closeup.png
Region (43, 11) to (68, 36) µm. Cells in grey, sequential cells in the stronger grey; small squares are vias.
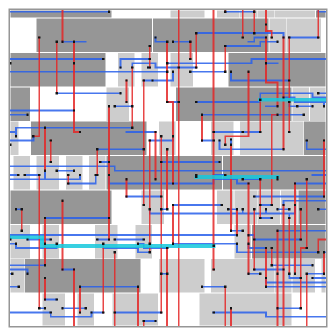
pinout.png
(4 px per µm) Pins as bars across the die edge, other pins in grey.
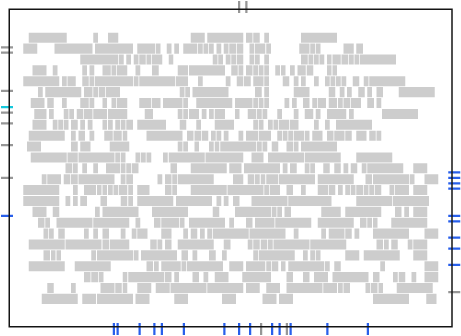
==> config.mk <==
export PLATFORM = sky130hd
export DESIGN_NAME = adc_serial_capture
export DESIGN_NICKNAME = d
export VERILOG_FILES = /design/src/rtl/adc_serial_capture.sv
export SDC_FILE = /design/constraint.sdc
export NUM_CORES = 1
export LEC_CHECK = 0
export ABC_AREA = 1
export CORE_ASPECT_RATIO = 0.7
export CORE_MARGIN = 3
export CORE_UTILIZATION = 50
export DETAILED_ROUTE_END_ITERATION = 10
export PLACE_DENSITY = 0.68
export SLEW_MARGIN = 20
export SYNTH_ARGS = -nofsm -noshare
export SYNTH_HDL_FRONTEND = slang
export SYNTH_SLANG_ARGS = --single-unit
==> constraint.sdc <==
create_clock -name clk -period 2.1 [get_ports clk]
set_clock_uncertainty 0.2 [all_clocks]
set_input_delay 0.315 -clock clk [delete_from_list [all_inputs] [get_ports clk]]
set_output_delay 0.315 -clock clk [all_outputs]
set_load 0.02 [all_outputs]
==> src/rtl/adc_serial_capture.sv <==
`default_nettype none
// +--------------------------------------------------------------------------+
// | adc_serial_capture : START/DRDY/SCLK controller for serial ADCs, NUM_CH  |
// | parallel MSB-first data lines into a valid/ready result register.        |
// | Revision 1.0                                                             |
// +--------------------------------------------------------------------------+
module adc_serial_capture #(
  parameter int DATA_WIDTH  = 24,
  parameter int NUM_CH      = 1,
  parameter int SCLK_DIV    = 2,
  parameter int START_CYC   = 4,
  parameter int TIMEOUT_CYC = 65535
) (
  input  logic                         clk,
  input  logic                         rst_n,
  input  logic                         measure,
  input  logic                         continuous,
  output logic                         start,
  input  logic                         drdy_n,
  output logic                         sclk,
  input  logic [NUM_CH-1:0]            sdata,
  output logic [NUM_CH*DATA_WIDTH-1:0] data_out,
  output logic                         data_valid,
  input  logic                         data_ready,
  output logic                         busy,
  output logic                         overrun,
  output logic                         timeout_err
);

  localparam int c_cnt_max = (TIMEOUT_CYC > START_CYC) ? TIMEOUT_CYC : START_CYC;
  localparam int c_cnt_w   = $clog2(c_cnt_max + 1);
  localparam int c_ph_w    = $clog2(SCLK_DIV + 1);
  localparam int c_bit_w   = $clog2(DATA_WIDTH + 1);
  localparam int c_frame_w = NUM_CH * DATA_WIDTH;

  localparam logic [c_cnt_w-1:0] c_start_last = c_cnt_w'(START_CYC - 1);
  localparam logic [c_cnt_w-1:0] c_to_last    = c_cnt_w'(TIMEOUT_CYC - 1);
  localparam logic [c_ph_w-1:0]  c_ph_last    = c_ph_w'(SCLK_DIV - 1);
  localparam logic [c_bit_w-1:0] c_bit_last   = c_bit_w'(DATA_WIDTH - 1);

  typedef enum logic [2:0] {
    S_IDLE    = 3'd0,
    S_START   = 3'd1,
    S_WAIT    = 3'd2,
    S_SHIFT   = 3'd3,
    S_PRESENT = 3'd4
  } state_t;

  state_t               state_q, state_d;
  logic                 drdy_meta_q, drdy_sync_q;
  logic [c_cnt_w-1:0]   cnt_q, cnt_d;
  logic [c_ph_w-1:0]    ph_q, ph_d;
  logic [c_bit_w-1:0]   bit_q, bit_d;
  logic                 sclk_q, sclk_d;
  logic                 start_q, start_d;
  logic [c_frame_w-1:0] shift_q, shift_d;
  logic [c_frame_w-1:0] data_out_q, data_out_d;
  logic                 valid_q, valid_d;
  logic                 overrun_q, overrun_d;
  logic                 timeout_q, timeout_d;

  // drdy_n is asynchronous to clk; only the synchronised copy reaches the FSM
  always_ff @(posedge clk or negedge rst_n) begin
    if (!rst_n) begin
      drdy_meta_q <= 1'b1;
      drdy_sync_q <= 1'b1;
    end else begin
      drdy_meta_q <= drdy_n;
      drdy_sync_q <= drdy_meta_q;
    end
  end

  always_ff @(posedge clk or negedge rst_n) begin
    if (!rst_n) begin
      state_q    <= S_IDLE;
      cnt_q      <= '0;
      ph_q       <= '0;
      bit_q      <= '0;
      sclk_q     <= 1'b0;
      start_q    <= 1'b0;
      shift_q    <= '0;
      data_out_q <= '0;
      valid_q    <= 1'b0;
      overrun_q  <= 1'b0;
      timeout_q  <= 1'b0;
    end else begin
      state_q    <= state_d;
      cnt_q      <= cnt_d;
      ph_q       <= ph_d;
      bit_q      <= bit_d;
      sclk_q     <= sclk_d;
      start_q    <= start_d;
      shift_q    <= shift_d;
      data_out_q <= data_out_d;
      valid_q    <= valid_d;
      overrun_q  <= overrun_d;
      timeout_q  <= timeout_d;
    end
  end

  always_comb begin
    state_d    = state_q;
    cnt_d      = cnt_q;
    ph_d       = ph_q;
    bit_d      = bit_q;
    sclk_d     = sclk_q;
    start_d    = start_q;
    shift_d    = shift_q;
    data_out_d = data_out_q;
    valid_d    = valid_q & ~data_ready;
    overrun_d  = 1'b0;
    timeout_d  = 1'b0;

    case (state_q)
      S_IDLE: begin
        if (measure) begin
          state_d = S_START;
          start_d = 1'b1;
          cnt_d   = '0;
        end
      end
      S_START: begin
        if (cnt_q == c_start_last) begin
          start_d = 1'b0;
          state_d = S_WAIT;
          cnt_d   = '0;
        end else begin
          cnt_d = cnt_q + c_cnt_w'(1);
        end
      end
      S_WAIT: begin
        // DRDY arriving on the last allowed cycle beats the timeout
        if (!drdy_sync_q) begin
          state_d = S_SHIFT;
          sclk_d  = 1'b1;
          ph_d    = '0;
          bit_d   = '0;
        end else if (cnt_q == c_to_last) begin
          timeout_d = 1'b1;
          state_d   = S_IDLE;
        end else begin
          cnt_d = cnt_q + c_cnt_w'(1);
        end
      end
      S_SHIFT: begin
        if (ph_q != c_ph_last) begin
          ph_d = ph_q + c_ph_w'(1);
        end else begin
          ph_d = '0;
          if (sclk_q) begin
            // sample on the edge that drives sclk low
            sclk_d = 1'b0;
            for (int c = 0; c < NUM_CH; c++) begin
              shift_d[c*DATA_WIDTH +: DATA_WIDTH] =
                {shift_q[c*DATA_WIDTH +: DATA_WIDTH-1], sdata[c]};
            end
          end else if (bit_q == c_bit_last) begin
            state_d = S_PRESENT;
          end else begin
            sclk_d = 1'b1;
            bit_d  = bit_q + c_bit_w'(1);
          end
        end
      end
      S_PRESENT: begin
        if (!valid_q || data_ready) begin
          data_out_d = shift_q;
          valid_d    = 1'b1;
        end else begin
          overrun_d = 1'b1;
        end
        if (continuous) begin
          state_d = S_WAIT;
          cnt_d   = '0;
        end else begin
          state_d = S_IDLE;
        end
      end
      default: state_d = S_IDLE;
    endcase
  end

  assign start       = start_q;
  assign sclk        = sclk_q;
  assign data_out    = data_out_q;
  assign data_valid  = valid_q;
  assign busy        = (state_q != S_IDLE);
  assign overrun     = overrun_q;
  assign timeout_err = timeout_q;

endmodule
`default_nettype wire

==> flow_summary.html <==
<h2>Synthesis and place &amp; route</h2>
<table>
<tr><th>Metric</th><th>Value</th></tr>
<tr><th colspan="2">Outcome</th></tr>
<tr><td>Outcome</td><td>completed</td></tr>
<tr><th colspan="2">Layout</th></tr>
<tr><td>Multi-input gate area</td><td>1500 µm²</td></tr>
<tr><td>Non-clock buffering overhead in the final layout</td><td>approximately a tenth</td></tr>
<tr><th colspan="2">Route</th></tr>
<tr><td>Number of search-and-repair iterations in the first detailed-routing pass</td><td>7</td></tr>
<tr><th colspan="2">STA</th></tr>
<tr><td>Worst hold slack across all endpoints</td><td>159 ps</td></tr>
<tr><td>Remaining max-slew budget at the tightest pin</td><td>72.1%</td></tr>
<tr><th colspan="2">Power</th></tr>
<tr><td>P per Cell Area</td><td>973 nW/µm²</td></tr>
<tr><td>Int Pwr</td><td>2.77 mW</td></tr>
<tr><td>Power share of the combinational group</td><td>32.3%</td></tr>
<tr><td>Leakage Power</td><td>2.09 nW</td></tr>
<tr><td>Clock power share</td><td>25.7%</td></tr>
<tr><td>Net Sw Power</td><td>1.65 mW</td></tr>
<tr><td>Comb. pwr</td><td>about 1.4 mW</td></tr>
<tr><th colspan="2">GRT</th></tr>
<tr><td>Global routing usage summed across all routing layers</td><td>a little over a fifth</td></tr>
<tr><td>Wire length of the first global-routing pass</td><td>14.4 mm</td></tr>
<tr><td>Largest net degree at the start of global routing</td><td>49</td></tr>
<tr><td>Number of global-route vias before repair</td><td>3039</td></tr>
<tr><th colspan="2">Run</th></tr>
<tr><td>Max-cap violations</td><td>0</td></tr>
<tr><th colspan="2">Synthesis</th></tr>
<tr><td>Post-synth tally of flip-flops with integrated enable</td><td>0</td></tr>
<tr><td>Share of flip-flops with an asynchronous set or reset</td><td>100%</td></tr>
<tr><td>Post-synth regs</td><td>81</td></tr>
<tr><td>Prevailing post-synth register cell</td><td>sky130_fd_sc_hd__dfrtp_1</td></tr>
<tr><td>Gate count of the mapped netlist</td><td>466</td></tr>
<tr><td>Syn avg cell area</td><td>8.17 µm²</td></tr>
<tr><td>Largest area contributor in the synthesized netlist</td><td>sky130_fd_sc_hd__dfrtp_1</td></tr>
<tr><th colspan="2">Die</th></tr>
<tr><td>Die Height</td><td>79.0 µm</td></tr>
<tr><th colspan="2">Worst setup path</th></tr>
<tr><td>Cell depth of the worst flop-to-flop path</td><td>10</td></tr>
<tr><td>Nature of the critical path startpoint</td><td>flip-flop</td></tr>
</table>
-- closeup.png (at the start) --
legend:
  cyan:
    layer: M3
  blue:
    layer: M1
  red:
    layer: M2
most frequent: nand2_1 (12), o21ai_0 (11), dfrtp_1 (11)
sequential cells in the window: 11
cells with their middle in the window: 46
netlist names of flops here include: shift_q (6), data_out (4)

-- pinout.png (at the start) --
legend:
  blue:
    port: data_out
    pins: 24
    direction: output
    edge: 14 bottom, 9 right, 1 left
  cyan:
    port: measure
    pins: 1
    direction: input
    edge: left
all pins by edge: 16 bottom, 10 right, 9 left, 2 top

-- per-stage QoR --
| stage | util, % | cells | instance area (µm²) |
|---|---|---|---|
| after floorplan | - | 466 | 3810 |
| after global placement | 60.9 | 593 | 4310 |
| final | 64.3 | 612 | 4540 |
| after detailed placement | 60.9 | 593 | 4310 |
| after global routing | 64.3 | 612 | 4540 |
| after CTS | 63.8 | 610 | 4510 |
-- layer usage --
metal  global-route usage, %  wire (µm)  vias up
li1                        -          -     1577
met1                    31.2       4130     1413
met2                    29.9       3420      113
met3                    6.74        555       14
met4                    5.90        105        0
met5                       0          0        -
-- cell families (layout without fill, tap and decap cells) --
family | after synthesis | in the layout | synth area share (%)
AOI/OAI and AO/OA | 84 | 84 | 11.7
xor gates and xnor gates | 8 | 8 | 1.84
adders and majority gates | 3 | 3 | 0.986
buffers and inverters | 71 | 123 | 7.62
DFF | 81 | 81 | 53.3
muxes | 1 | 1 | 0.296
and+or+nand+nor | 218 | 218 | 24.2
-- worst max-delay path, stage by stage, from the launching register on --
cell                            delay, ps
sky130_fd_sc_hd__dfrtp_2              460
sky130_fd_sc_hd__inv_2                 90
sky130_fd_sc_hd__nand2_2               80
sky130_fd_sc_hd__nor2_2               120
sky130_fd_sc_hd__inv_1                 60
sky130_fd_sc_hd__dlygate4sd2_1        320
-- state kept, by name, indices dropped and copies added, names as in the netlist --
register and cells:
data_out 24, cnt_q 16, overrun 1, drdy_sync_q 1, shift_q 24, timeout_err 1, state_q 3, drdy_meta_q 1
ph_q 2, start 1, data_valid 1, bit_q 5, sclk 1
-- repair_timing --
action	4_1_cts	5_1_grt
gates resized	2	5
endpoints found under the setup margin	1	8
hold endpoints to repair	28	0
hold buffers	1	0
pin swaps	0	0
setup buffers	0	2
Power and IR drop assume default switching activity.
